==> src/rtl/ecc_42_pkg.sv <==
// ecc_42_pkg: shared SECDED constants, codeword position map and injection encodings
package ecc_42_pkg;
  localparam int DATA_WIDTH   = 42;
  localparam int PARITY_WIDTH = 7;
  localparam int CW_LAST      = DATA_WIDTH + PARITY_WIDTH - 1;

  typedef enum logic [1:0] {
    INJ_NONE = 2'b00,
    INJ_D0   = 2'b01,
    INJ_D10  = 2'b10,
    INJ_P6   = 2'b11
  } inj_mode_e;

  typedef struct packed {
    logic [DATA_WIDTH-1:0]   data;
    logic [PARITY_WIDTH-1:0] parity;
    logic                    fault;
  } beat_t;

  // Codeword position of data bit k: the k-th non-power-of-two position starting at 3
  function automatic logic [5:0] data_pos(input int k);
    int n;
    n = 0;
    for (int p = 3; p <= CW_LAST; p++) begin
      if ((p & (p - 1)) != 0) begin
        if (n == k) return p[5:0];
        n++;
      end
    end
    return 6'd0;
  endfunction
endpackage

==> src/rtl/ecc_42_enc.sv <==
// ecc_42_enc: combinational SECDED parity generator for one 42-bit word
module ecc_42_enc
  import ecc_42_pkg::*;
(
  input  logic [DATA_WIDTH-1:0]   i_data,
  output logic [PARITY_WIDTH-1:0] o_parity
);
  logic [5:0] w_ham;

  // Each data bit toggles the Hamming bits selected by its codeword position
  always_comb begin
    w_ham = '0;
    for (int k = 0; k < DATA_WIDTH; k++) w_ham = w_ham ^ ({6{i_data[k]}} & data_pos(k));
  end

  assign o_parity = {^i_data ^ ^w_ham, w_ham};
endmodule

==> src/rtl/ecc_42_enc_pipe.sv <==
// ecc_42_enc_pipe: lockstep SECDED encoder with skid buffer, one-shot injection and fault counter
module ecc_42_enc_pipe
  import ecc_42_pkg::*;
#(
  parameter int FAULT_CNT_WIDTH = 8
) (
  input  logic                       clk,
  input  logic                       rst_n,
  input  logic                       ecc_fault_detc_en,
  input  logic                       bypass,
  input  logic                       in_valid,
  output logic                       in_ready,
  input  logic [DATA_WIDTH-1:0]      in_data,
  output logic                       out_valid,
  input  logic                       out_ready,
  output logic [DATA_WIDTH-1:0]      out_data,
  output logic [PARITY_WIDTH-1:0]    out_parity,
  output logic                       out_fault,
  input  logic                       inj_arm,
  input  logic [1:0]                 inj_mode,
  output logic                       inj_busy,
  input  logic                       dbg_force_mismatch,
  output logic                       ecc_fault,
  output logic [FAULT_CNT_WIDTH-1:0] fault_cnt,
  input  logic                       fault_clr
);
  logic [PARITY_WIDTH-1:0]    w_par0, w_par1_raw, w_par1;
  logic                       w_mis, w_acc, w_pop;
  inj_mode_e                  w_inj;
  beat_t                      w_beat, r_main, r_skid;
  logic                       r_main_v, r_skid_v, r_inj_busy, r_ecc_fault;
  inj_mode_e                  r_inj_mode;
  logic [FAULT_CNT_WIDTH-1:0] r_fault_cnt;

  ecc_42_enc u_enc0 (.i_data(in_data), .o_parity(w_par0));
  ecc_42_enc u_enc1 (.i_data(in_data), .o_parity(w_par1_raw));

  assign w_par1 = w_par1_raw ^ {{(PARITY_WIDTH-1){1'b0}}, dbg_force_mismatch};
  assign w_mis  = ecc_fault_detc_en & ~bypass & (w_par0 != w_par1);
  assign w_acc  = in_valid & ~r_skid_v;
  assign w_pop  = r_main_v & out_ready;
  assign w_inj  = r_inj_busy ? r_inj_mode : INJ_NONE;
  assign w_beat = {in_data ^ {{(DATA_WIDTH-2){1'b0}}, w_inj == INJ_D10, (w_inj == INJ_D0) | (w_inj == INJ_D10)},
                   (bypass ? {PARITY_WIDTH{1'b0}} : w_par0) ^ {w_inj == INJ_P6, {(PARITY_WIDTH-1){1'b0}}},
                   w_mis};

  // Two-entry skid buffer; skid only fills while main is occupied and stalled
  always_ff @(posedge clk or negedge rst_n) begin
    if (!rst_n) begin
      r_main   <= '0;
      r_skid   <= '0;
      r_main_v <= 1'b0;
      r_skid_v <= 1'b0;
    end else if (w_pop | ~r_main_v) begin
      r_main_v <= r_skid_v | w_acc;
      if (r_skid_v | w_acc) r_main <= r_skid_v ? r_skid : w_beat;
      r_skid_v <= 1'b0;
    end else if (w_acc) begin
      r_skid   <= w_beat;
      r_skid_v <= 1'b1;
    end
  end

  // One-shot injection: arm when idle, consume on the next accepted beat
  always_ff @(posedge clk or negedge rst_n) begin
    if (!rst_n) begin
      r_inj_busy <= 1'b0;
      r_inj_mode <= INJ_NONE;
    end else if (r_inj_busy) begin
      if (w_acc) r_inj_busy <= 1'b0;
    end else if (inj_arm && inj_mode != INJ_NONE) begin
      r_inj_busy <= 1'b1;
      r_inj_mode <= inj_mode_e'(inj_mode);
    end
  end

  // Sticky fault flag and saturating count; a mismatched beat wins over a clear
  always_ff @(posedge clk or negedge rst_n) begin
    if (!rst_n) begin
      r_ecc_fault <= 1'b0;
      r_fault_cnt <= '0;
    end else if (w_acc & w_mis) begin
      r_ecc_fault <= 1'b1;
      r_fault_cnt <= fault_clr ? FAULT_CNT_WIDTH'(1) : (&r_fault_cnt ? r_fault_cnt : r_fault_cnt + 1'b1);
    end else if (fault_clr) begin
      r_ecc_fault <= 1'b0;
      r_fault_cnt <= '0;
    end
  end

  assign in_ready   = ~r_skid_v;
  assign out_valid  = r_main_v;
  assign out_data   = r_main.data;
  assign out_parity = r_main.parity;
  assign out_fault  = r_main.fault;
  assign inj_busy   = r_inj_busy;
  assign ecc_fault  = r_ecc_fault;
  assign fault_cnt  = r_fault_cnt;
endmodule

==> config.mk <==
export PLATFORM = sky130hd
export DESIGN_NAME = ecc_42_enc_pipe
export DESIGN_NICKNAME = d
export VERILOG_FILES = /design/src/rtl/ecc_42_pkg.sv /design/src/rtl/ecc_42_enc.sv /design/src/rtl/ecc_42_enc_pipe.sv
export SDC_FILE = /design/constraint.sdc
export NUM_CORES = 1
export LEC_CHECK = 0
export CORE_ASPECT_RATIO = 1.2
export CORE_MARGIN = 2
export CORE_UTILIZATION = 47
export DETAILED_ROUTE_END_ITERATION = 8
export MAX_ROUTING_LAYER = met4
export PLACE_DENSITY = 0.77
export SLEW_MARGIN = 20
export SYNTH_ARGS = -nofsm -noshare
export SYNTH_HDL_FRONTEND = slang
export SYNTH_SLANG_ARGS = --single-unit
==> constraint.sdc <==
create_clock -name clk -period 1.97 [get_ports clk]
set_input_delay 0.197 -clock clk [delete_from_list [all_inputs] [get_ports clk]]
set_output_delay 0.197 -clock clk [all_outputs]
set_load 0.05 [all_outputs]
run_1/zoom.png
Window x 14 to 39, y 81 to 106 um. Cells in gray, sequential cells in the stronger gray; small squares are vias.
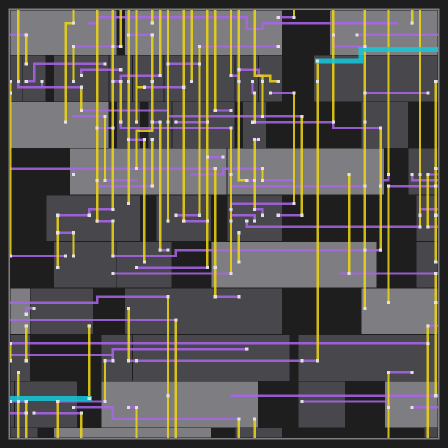
- purple: met1
- cyan: met3
- yellow: met2
- sequential cells in the window: 8
- cells with their middle in the window: 36
- netlist names of flops here include: fault_cnt (6)
- most frequent: dfrtp_1 (6), nor2_1 (5), clkbuf_16 (4)

run_1/met1.png
Scale: 4 px per um.
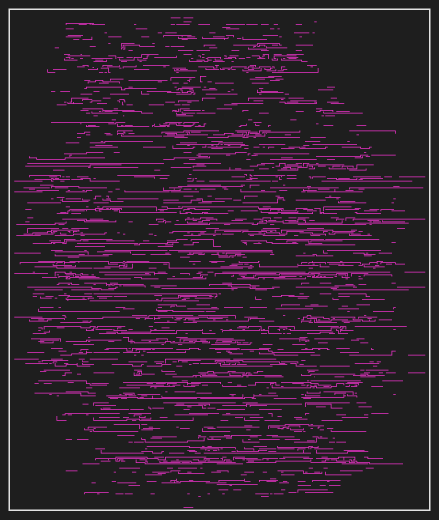
- main direction: horizontal
- nets with wire on the layer: 743
- wire length on this layer: 6320 um

==> run_results.csv, run 1 <==
group,metric,value,unit
status,violations,"negative setup slack",
layout,area_delta_synth_final,46.2,%
cts,clkSinkCount,114,
layout,seq_cells,114,
worst_hold_path,holdPathEnd,"r_skid[36]$_DFFE_PN0P_",
die,die_x,105,um
timing,setup_slack,-296,ps
layout,fin_util,0.697,
drt,drt-initial-drc-count,279,
setup_path,worst_setup_path_start_kind,"primary input",
cts,post_cts_buffers,13,
setup_path,endpoint,"out_parity[6]$_DFFE_PN0P_",
layout,layout.cells.non_filler,933,
synth,ys_cells,587,
grt,overflow,0,
worst_hold_path,min-delay-start,"in_data[28]",
timing,max_slew_margin,0.591,
synth,avgSynthCellArea,9.75,um^2
synth,syn_inst,587,
synth,yosysTopAreaCell,"dfrtp_1",
layout,clk_share,0.0721,
setup_path,crit_cells,10,
drt,antenna_left,0,
synth,xor_area_frac,0.164,
setup_path,ff2ff_path_depth,9,
layout,seq_share,0.341,
power,peakVddDrop,0.877,mV
setup_path,arrival,2560,ps
layout,largest_register_ffs,50,
layout,fin_nets,816,
drt,routed_wl,15400,um
synth,ys.flops,114,
worst_hold_path,whs_path_depth,3,
power,p_clk_frac,0.301,
timing,finalSetupViolations,2,
die,die_h,125,um
die,core-area,12000,um^2
grt,antenna_found_initial,0,
timing,hold_slack,40.2,ps
drt,route.met3.wl,606,um
power,p_comb,4.01,mW
layout,layout.non_clock_inverters,5,
layout,n_fill_cell,908,
worst_hold_path,hold_class,"in -> reg",
status,status,"complete, but fails checks",
flow_run,max-cap-violations,0,
synth,synthAdderAreaFrac,0.00656,
timing,hold_violations,0,
run_1/cell_classes.png
Scale: 3 px per um.
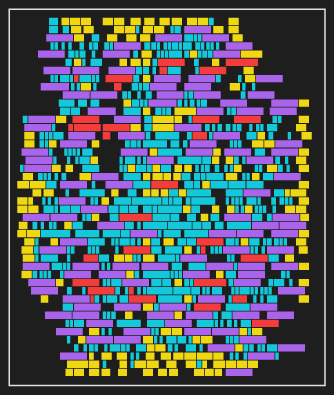
- cyan: all other logic (cells 442)
- purple: flops (cells 114)
- yellow: other buffers and delay cells (cells 185)
- red: clock drivers and dummy loads (cells 31)

## Run 2: what changed since run 1
--- a/config.mk
+++ b/config.mk
@@ -8,6 +8,7 @@
 export CORE_ASPECT_RATIO = 1.2
 export CORE_MARGIN = 2
 export CORE_UTILIZATION = 47
+export CTS_CLUSTER_DIAMETER = 30
 export DETAILED_ROUTE_END_ITERATION = 8
 export MAX_ROUTING_LAYER = met4
 export PLACE_DENSITY = 0.77
run_2/final_congestion.png
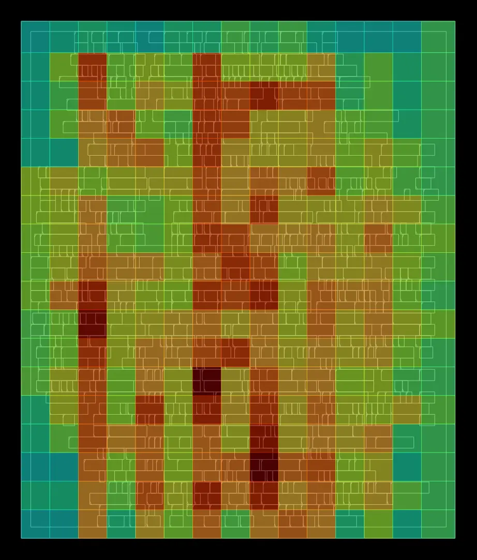
end-of-flow core utilization: 0.697
layer with the highest usage: met2
met1 Use GR: 0.303

run_2/cell_classes.png
Scale: 3 px per um.
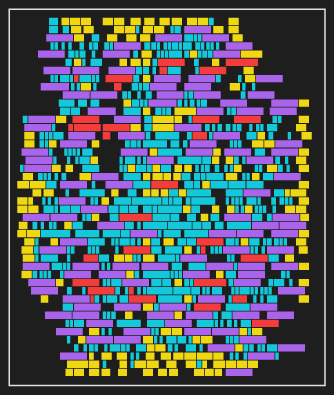
- red: clock drivers and dummy loads (cells 31)
- purple: flops (cells 114)
- yellow: other buffers and delay cells (cells 185)
- cyan: all other logic (cells 442)

run_2/drive_strength.png
Scale: 3 px per um.
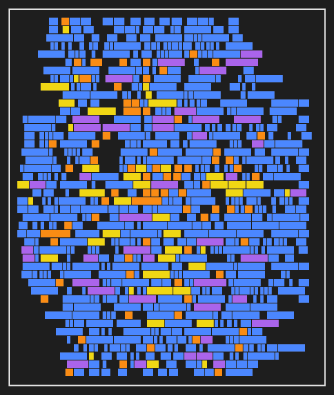
- yellow: drive 2 (cells 42; share 5.4%)
- purple: drive 6 and up (cells 41; share 5.3%)
- blue: drive 1 or less (cells 617; share 80%)
- orange: drive 3 to 4 (cells 72; share 9.3%)
Finished Cell Area: 8370 um^2
Signal buffers: 185

==> run_results.csv, run 2 <==
group,metric,value,unit
worst_hold_path,holdPathEnd,"r_skid[36]$_DFFE_PN0P_",
drt,route.met3.wl,606,um
layout,fin_nets,816,
timing,hold_slack,40.2,ps
die,die_h,125,um
timing,finalSetupViolations,2,
worst_hold_path,hold_class,"in -> reg",
synth,syn_inst,587,
drt,antenna_left,0,
status,violations,"negative setup slack",
layout,largest_register_ffs,50,
worst_hold_path,min-delay-start,"in_data[28]",
grt,antenna_found_initial,0,
layout,seq_share,0.341,
die,core-area,12000,um^2
setup_path,worst_setup_path_start_kind,"primary input",
synth,yosysTopAreaCell,"dfrtp_1",
cts,post_cts_buffers,13,
setup_path,endpoint,"out_parity[6]$_DFFE_PN0P_",
setup_path,ff2ff_path_depth,9,
timing,setup_slack,-296,ps
drt,drt-initial-drc-count,279,
layout,n_fill_cell,908,
flow_run,max-cap-violations,0,
status,status,"complete, but fails checks",
layout,layout.non_clock_inverters,5,
Power is estimated from default activity; no workload was simulated.
